Fig. 1: wiring by layer
The bar under the picture is 50 um long. Only two layers are drawn.
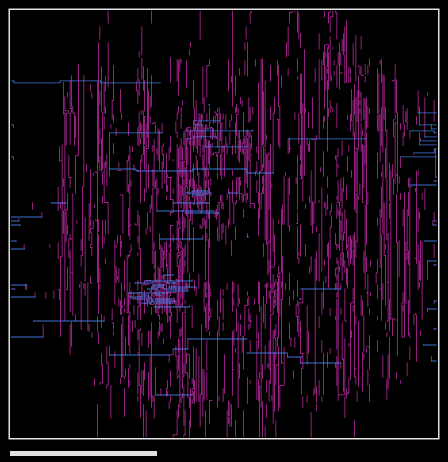
Fig. 2: cells coloured by class
Fill, decap, tap and diode cells in grey.
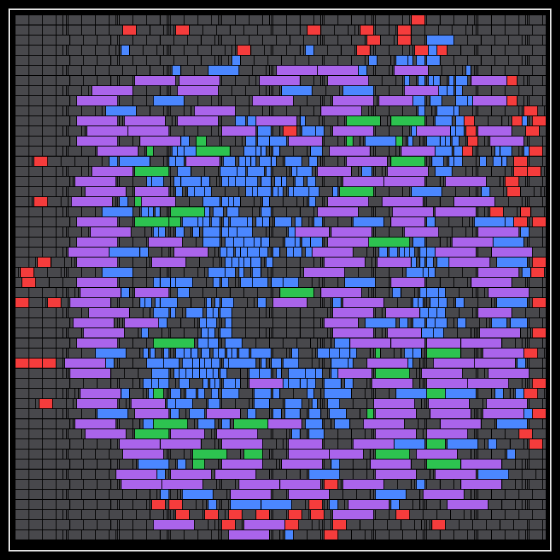
Fig. 3: clock distribution
The bar under the picture is 50 um long.
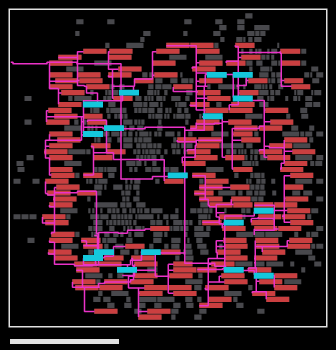
Fig. 4: clock routing
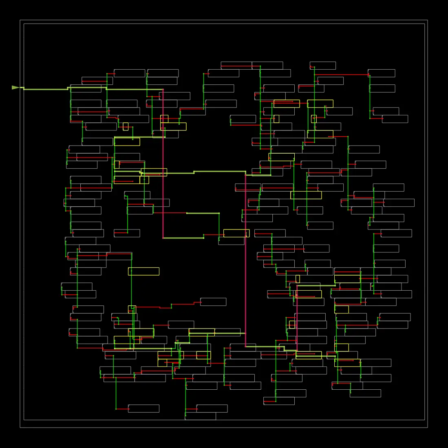
Fig. 5: register map, names as in the netlist
The bar under the picture is 50 um long.
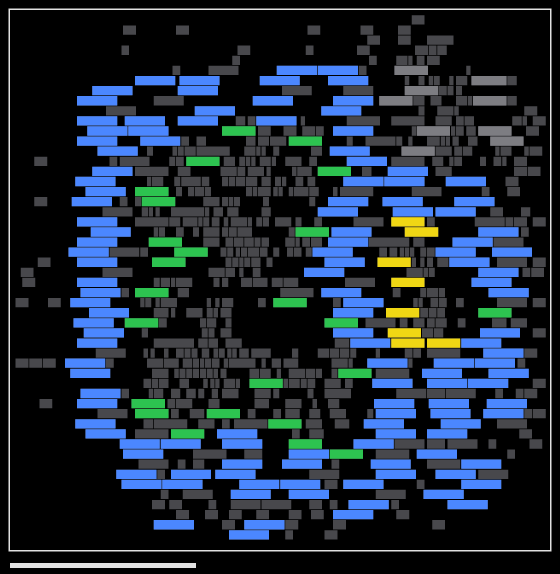
==> config.mk <==
export PLATFORM = sky130hd
export DESIGN_NAME = ssemi_decim_integrate_dump
export DESIGN_NICKNAME = d
export VERILOG_FILES = /design/src/rtl/ssemi_decim_integrate_dump_pkg.sv /design/src/rtl/ssemi_sync_fifo.sv /design/src/rtl/ssemi_decim_integrate_dump.sv
export SDC_FILE = /design/constraint.sdc
export NUM_CORES = 1
export LEC_CHECK = 0
export ABC_CLOCK_PERIOD_IN_PS = 7200
export CAP_MARGIN = 30
export CORE_UTILIZATION = 40
export CTS_CLUSTER_DIAMETER = 100
export DETAILED_ROUTE_END_ITERATION = 8
export PLACE_DENSITY = 0.62
export SETUP_SLACK_MARGIN = 0.05
export SLEW_MARGIN = 40
export SYNTH_ARGS = -nofsm -noshare
export SYNTH_HDL_FRONTEND = slang
export SYNTH_SLANG_ARGS = --single-unit
==> constraint.sdc <==
create_clock -name i_clk -period 7.2 [get_ports i_clk]
set_input_delay 1.44 -clock i_clk [delete_from_list [all_inputs] [get_ports i_clk]]
set_output_delay 1.44 -clock i_clk [all_outputs]
set_load 0.01 [all_outputs]
==> src/rtl/ssemi_decim_integrate_dump_pkg.sv <==
// Shared defaults and parameter helpers for the decimation chain.
package ssemi_decim_integrate_dump_pkg;

  localparam int unsigned SSEMI_DECIM_DATA_WIDTH     = 16;
  localparam int unsigned SSEMI_DECIM_CNT_WIDTH      = 8;
  localparam int unsigned SSEMI_DECIM_FIFO_DEPTH     = 4;
  localparam int unsigned SSEMI_DECIM_FIFO_DEPTH_MAX = 16;

  // Legal FIFO depth: power of two between 2 and the supported maximum.
  function automatic bit fifo_depth_ok(input int unsigned depth);
    return (depth >= 2) && (depth <= SSEMI_DECIM_FIFO_DEPTH_MAX) &&
           ((depth & (depth - 1)) == 0);
  endfunction

endpackage

==> src/rtl/ssemi_sync_fifo.sv <==
// Small first-word-fall-through FIFO with async reset and sync clear.
module ssemi_sync_fifo
  import ssemi_decim_integrate_dump_pkg::*;
#(
  parameter int unsigned WIDTH = 32,
  parameter int unsigned DEPTH = 4
) (
  input  logic                       i_clk,
  input  logic                       i_rst,
  input  logic                       i_clear,
  input  logic                       i_push,
  input  logic [WIDTH-1:0]           i_push_data,
  input  logic                       i_pop,
  output logic [WIDTH-1:0]           o_head,
  output logic                       o_full,
  output logic                       o_empty,
  output logic [$clog2(DEPTH):0]     o_level
);

  localparam int unsigned AW = $clog2(DEPTH);

  if (!fifo_depth_ok(DEPTH)) begin : g_bad_depth
    $error("ssemi_sync_fifo: DEPTH must be a power of two in 2..16");
  end

  logic [WIDTH-1:0] mem [DEPTH];
  logic [AW-1:0]    wr_ptr;
  logic [AW-1:0]    rd_ptr;
  logic [AW:0]      level;
  logic             do_pop;
  logic             do_push;

  assign o_empty = (level == '0);
  assign o_full  = (level == (AW+1)'(DEPTH));
  assign o_level = level;
  assign o_head  = o_empty ? '0 : mem[rd_ptr];

  // A full FIFO still accepts a push when the head leaves on the same edge.
  assign do_pop  = i_pop && !o_empty;
  assign do_push = i_push && (!o_full || do_pop);

  // Pointer and level bookkeeping; clear wins over push/pop.
  always_ff @(posedge i_clk or posedge i_rst) begin
    if (i_rst) begin
      wr_ptr <= '0;
      rd_ptr <= '0;
      level  <= '0;
    end else if (i_clear) begin
      wr_ptr <= '0;
      rd_ptr <= '0;
      level  <= '0;
    end else begin
      if (do_push) wr_ptr <= wr_ptr + 1'b1;
      if (do_pop)  rd_ptr <= rd_ptr + 1'b1;
      case ({do_push, do_pop})
        2'b10:   level <= level + 1'b1;
        2'b01:   level <= level - 1'b1;
        default: level <= level;
      endcase
    end
  end

  // Storage needs no reset: unread entries are masked by o_empty.
  always_ff @(posedge i_clk) begin
    if (do_push && !i_clear) mem[wr_ptr] <= i_push_data;
  end

endmodule

==> src/rtl/ssemi_decim_integrate_dump.sv <==
// Integrate-and-dump first decimation stage feeding a FWFT dump FIFO.
module ssemi_decim_integrate_dump
  import ssemi_decim_integrate_dump_pkg::*;
#(
  parameter int unsigned DATA_WIDTH = SSEMI_DECIM_DATA_WIDTH,
  parameter int unsigned CNT_WIDTH  = SSEMI_DECIM_CNT_WIDTH,
  parameter int unsigned ACC_WIDTH  = DATA_WIDTH + CNT_WIDTH,
  parameter int unsigned FIFO_DEPTH = SSEMI_DECIM_FIFO_DEPTH
) (
  input  logic                           i_clk,
  input  logic                           i_rst,
  input  logic                           i_enable,
  input  logic                           i_sync_reset,
  input  logic signed [DATA_WIDTH-1:0]   i_sample,
  input  logic                           i_sample_valid,
  input  logic                           i_dump_strobe,
  input  logic                           i_clear_flags,
  output logic signed [ACC_WIDTH-1:0]    o_data,
  output logic [CNT_WIDTH-1:0]           o_count,
  output logic                           o_valid,
  input  logic                           i_ready,
  output logic [$clog2(FIFO_DEPTH):0]    o_fifo_level,
  output logic                           o_overflow,
  output logic                           o_cnt_sat
);

  localparam int unsigned WORD_W = ACC_WIDTH + CNT_WIDTH;

  logic signed [ACC_WIDTH-1:0] acc;
  logic [CNT_WIDTH-1:0]        count;
  logic signed [ACC_WIDTH-1:0] sample_ext;
  logic signed [ACC_WIDTH-1:0] sum_in;
  logic [CNT_WIDTH-1:0]        cnt_in;
  logic                        cnt_full;
  logic                        accum;
  logic                        dump;
  logic                        sat_evt;
  logic                        ovf_evt;
  logic                        pop;
  logic                        fifo_full;
  logic                        fifo_empty;
  logic [WORD_W-1:0]           head;

  // Sum/count including this cycle's sample; used by both accumulate and dump.
  assign sample_ext = ACC_WIDTH'(signed'(i_sample));
  assign sum_in     = i_sample_valid ? acc + sample_ext : acc;
  assign cnt_full   = &count;
  assign cnt_in     = (i_sample_valid && !cnt_full) ? count + 1'b1 : count;

  assign accum   = i_enable && i_sample_valid && !i_dump_strobe;
  assign dump    = i_enable && i_dump_strobe;
  assign sat_evt = i_enable && i_sample_valid && cnt_full;
  assign pop     = o_valid && i_ready;
  assign ovf_evt = dump && fifo_full && !pop;

  // Running integrator; cleared on dump even if the FIFO drops the word.
  always_ff @(posedge i_clk or posedge i_rst) begin
    if (i_rst) begin
      acc   <= '0;
      count <= '0;
    end else if (i_sync_reset || !i_enable || dump) begin
      acc   <= '0;
      count <= '0;
    end else if (accum) begin
      acc   <= sum_in;
      count <= cnt_in;
    end
  end

  // Sticky flags; a same-cycle event beats the clear request.
  always_ff @(posedge i_clk or posedge i_rst) begin
    if (i_rst) begin
      o_overflow <= 1'b0;
      o_cnt_sat  <= 1'b0;
    end else if (i_sync_reset) begin
      o_overflow <= 1'b0;
      o_cnt_sat  <= 1'b0;
    end else begin
      o_overflow <= ovf_evt || (o_overflow && !i_clear_flags);
      o_cnt_sat  <= sat_evt || (o_cnt_sat && !i_clear_flags);
    end
  end

  ssemi_sync_fifo #(
    .WIDTH (WORD_W),
    .DEPTH (FIFO_DEPTH)
  ) u_fifo (
    .i_clk       (i_clk),
    .i_rst       (i_rst),
    .i_clear     (i_sync_reset),
    .i_push      (dump),
    .i_push_data ({sum_in, cnt_in}),
    .i_pop       (pop),
    .o_head      (head),
    .o_full      (fifo_full),
    .o_empty     (fifo_empty),
    .o_level     (o_fifo_level)
  );

  assign o_valid = !fifo_empty;
  assign o_data  = head[WORD_W-1 -: ACC_WIDTH];
  assign o_count = head[CNT_WIDTH-1:0];

endmodule

==> results_slide.txt <==
Physical Implementation Snapshot

Floorplanning
  • Die y size: 145 um
  • Top Ports: about 62
  • DIE WIDTH: between 100 and 150 um
  • DIE AREA: approximately 0.021 mm2
  • Starting density of the core: about two fifths

Yosys
  • Biggest combinational cell group after synthesis: simple AND/OR/NAND/NOR gates
  • Post-synthesis instance area: roughly 0.008 mm2
  • Post-synth regs: between 150 and 200
  • Yosys top cell by area: sky130_fd_sc_hd__edfxtp_1
  • Cell count listed in synth_stat.txt: approximately 600
  • Adder and majority gate portion of the synthesized area: between 4 and 5%
  • Fraction of the yosys area taken by sequential cells: slightly below 60%
  • Area share of the largest cell type after synthesis: a little under half
  • Syn_nets: 656
  • Fraction of synthesized cell area in xor and xnor cells: approximately 2.1%
  • Area contributors post-synth: sky130_fd_sc_hd__edfxtp_1, sky130_fd_sc_hd__dfrtp_1, sky130_fd_sc_hd__mux4_2
  • Synth Warn #: 0
  • Complex Gates by Area: under 10%
  • Most frequent cell after synthesis: sky130_fd_sc_hd__edfxtp_1
  • Top cell types by occurrence after synthesis: sky130_fd_sc_hd__edfxtp_1, sky130_fd_sc_hd__and2_1, sky130_fd_sc_hd__nand2_1
  • Gate Count Post-Synth: roughly 600
  • Asr flop ratio synth: between 20% and 30%
  • Top_reg_cell synth: sky130_fd_sc_hd__edfxtp_1
  • Count of library flops with an enable pin: approximately 130
  • Yosys stat area: 0.00824 mm2
  • Mux cell area share: roughly 11%
  • Simple-gate portion of the synthesized area: around an eighth
  • Avg Inst Size Synth: 13.7 um2
  • Number of distinct standard cells referenced by the synthesized netlist: about 63

Critical path
  • CP arrival: around 2.6 ns
  • Kind of cell with the highest combined delay on the critical path: buffers and inverters
  • Required arrival time at the worst endpoint: approximately 5.8 ns
  • Crit end category: output pin
  • Worst setup SP type: flop
  • Ordered list of cells on the worst path: buf_4 > mux4_2 > and2_1 > clkdlybuf4s50_1
  • Stage delay of the slowest cell on the critical path: 0.60 ns
  • Worst-path maximum fanout: 34
  • Count of buffering cells on the critical path with inverters included: 2
  • Slowest library cell on the worst path: sky130_fd_sc_hd__mux4_2
  • Register-to-Register Setup Slack: about 4.5 ns
  • WS Path Type: flop to output pin

Finish
  • Number of diodes added for antenna fixing: 0
  • Fin nets: 720
  • Most used cells in the layout excluding fill and tap cells: sky130_fd_sc_hd__edfxtp_1, sky130_fd_sc_hd__clkdlybuf4s50_1, sky130_fd_sc_hd__and2_1, sky130_fd_sc_hd__nand2_1, sky130_fd_sc_hd__dfrtp_1
  • Number of fill cells in the layout: about 1800
  • Number of cells in the finished layout apart from fillers: about 950
  • Layout cell share with drive strength beyond 1: 15.0%
  • Area added between synthesis and finish: 18.3%
  • Commonest non-fill, non-tap cell in the layout: sky130_fd_sc_hd__edfxtp_1

Route
  • Antenna Nets Post-Route: 0
  • Number of optimization iterations in the first detailed-route pass: 5
  • Remaining design rule violation count: 0
  • Routed vias/inst: around 5.4
  • First-iteration detailed-routing DRC count: slightly above 400

Timing
  • Smallest setup slack after layout: 3.15 ns
  • Share of the clock period used by the worst path after layout: between 50% and 60%
  • Clock period minus final worst setup slack: 4.05 ns
  • RSZ-0062 raised after global routing: no
  • Setup TNS: 0 ns
  • Setup violations, final: 0
  • Fmax achieved: about 250 MHz
  • Final Hold Vio Count: 0
  • Worst hold margin: around 0.51 ns
  • Headroom to the max-slew limit: between 40% and 50%
  • Pins over their slew limit: 0
  • Slew at the pin closest to its max-slew limit: ~0.8 ns

Placed design
  • Count of input and output buffers: 61
  • Final estimated routing congestion in global placement: ~0.9
  • Post-detailed-placement cell area: around 0.0092 mm2
  • Cell count after placement: between 900 and 1000
  • HPWL Detailed: 10900 um
  • Pre-CTS WS: 2.90 ns

Clock tree
  • Number of levels in the clock H-tree: 4
  • Number of buffers on the longest clock path: 2
  • Cell at the root of the clock tree: sky130_fd_sc_hd__clkbuf_16
  • Hold buffer count at cts: 0
  • Total of cells resized after clock tree synthesis: 0
  • Clock tree from TritonCTS: yes
  • Postcts setup bufs: 0
  • Clock slew seen by the registers of the worst setup and hold paths: roughly 0.060 ns

Power
  • Sequential group share of total power: 40.9%
  • Internal Pwr Total: between 1.5 and 2 mW
  • PnR Total Power: between 2 and 3 mW
  • Leakage power summed over all cells: about 3.6 nW
  • Combinational fraction of design power: 25.7%
  • Peak supply drop: roughly 0.15 mV
  • Areal power density over the cells: approximately 270 mW/mm2
  • Sw Share: between 20% and 30%
  • Switching power of the nets: about 700 uW

Job
  • Count of max-cap constraint violations: 0
  • Log Warnings: 29

Global routing
  • Number of global-route vias before repair: between 5000 and 6000
  • Overflow after GRT: 0
  • Number of antenna violations at the first check in global routing: 0
  • Maximum number of pins on one net before global-route repair: roughly 44
  • First-pass GRT wire length: 28000 um

Min path
  • Path type of the worst min-delay path: flop to flop

Status
  • Result of the run: finished clean
About Fig. 1:
layer	colour	wire length
M3	blue	702 um
M2	magenta	8740 um
drt wl/cell: 18.0 um
wire length after detailed routing: 17100 um
number of vias after detailed routing: 5151
combined global-route utilization of all metal layers: 17.3%

About Fig. 2:
class	colour	cells
sequential cells	purple	169
remaining buffers and delay cells	red	70
clock drivers and dummy loads	green	32
remaining logic cells	blue	408
final core area utilization: 48.1%
sequential portion of the cell area: 50.0%
area of the placeable core: 0.0202 mm2
cell area after layout: 0.00974 mm2
Site Rows: 52

About Fig. 3:
[flip-flops] red | count: 169
[clock-net drivers] cyan | count: 17
[clock wires] magenta | length: 1890 um
flops lie	widely spread
share of power burned in the clock network: 33.3%
clock distribution power: 892 uW
clock latency on the worst-skew pair: 0.42 ns
maximum clock skew at final layout: 0.00775 ns

About Fig. 4:
CTS buffer count: 17
CTS sink count: 169
total of clock buffers placed in the layout: 20

About Fig. 5:
netlist name	colour	flops
count	yellow	8
acc	green	24
u_fifo.mem	blue	128
not coloured	9
P_seq: 1.10 mW
sequential cell area: 0.00487 mm2

[path summary, 6_finish.rpt]
check,startpoint,end,cells after the start
setup / recovery,u_fifo.rd_ptr[0],o_data[11],4
hold / removal,o_overflow,o_overflow,2
setup reg to reg,acc[0],u_fifo.mem[0][28],8
hold reg to reg,o_overflow,o_overflow,2
max in group asynchronous,i_rst,u_fifo.rd_ptr[0],3
min in group asynchronous,i_rst,u_fifo.rd_ptr[1],3
[per-layer routing]
layer	part of all wire (%)	track usage (%)	up-vias
met3	4.1	3.92	13
met5	0	0	-
met4	0.91	5.11	0
met2	51	30.1	141
met1	44	21.4	2584
li1	-	-	2413
[logic make-up after synthesis]
group           count (synthesis)
compound gates                110
xor+xnor                       20
fa+ha+maj                      30
buf+inv                        34
flops                         169
mux                            50
simple gates                  189
[tightest hold or removal path: cells and delay by family (launching register included)]
family	cells	cell delay (ns)
AOI/OAI and AO/OA	1	0.05
DFF	1	0.34
and+or+nand+nor	1	0.07
[power groups by stage]
stage | combinational, mW | sequential [mW] | clock [mW]
2_1_floorplan | 0.409 | 1.12 | 0
3_3_place_gp | 0.694 | 1.11 | 0
3_5_place_dp | 0.705 | 1.12 | 0
4_1_cts | 0.709 | 1.10 | 0.911
5_1_grt | 0.759 | 1.10 | 0.953
6_report | 0.689 | 1.10 | 0.892
[final cells by class]
type                    count  area, um2  share of cell area, %
flip-flops and latches    169       4870                   50.0
multi-input cells         399       3230                   33.2
repair buffers             70        678                   6.96
clock buffers              20        467                   4.79
well taps                 270        338                   3.47
clock inverters            12        121                   1.25
inverters                   9       33.8                  0.347
[flip-flops by register name, indices dropped and copies added, names as in the netlist]
register and flops:
u_fifo.rd_ptr 2, acc 24, u_fifo.mem 128, u_fifo.wr_ptr 2, u_fifo.o_level 3, o_overflow 1, count 8, o_cnt_sat 1
No activity file was given, so power comes from the tool's default toggle rates.
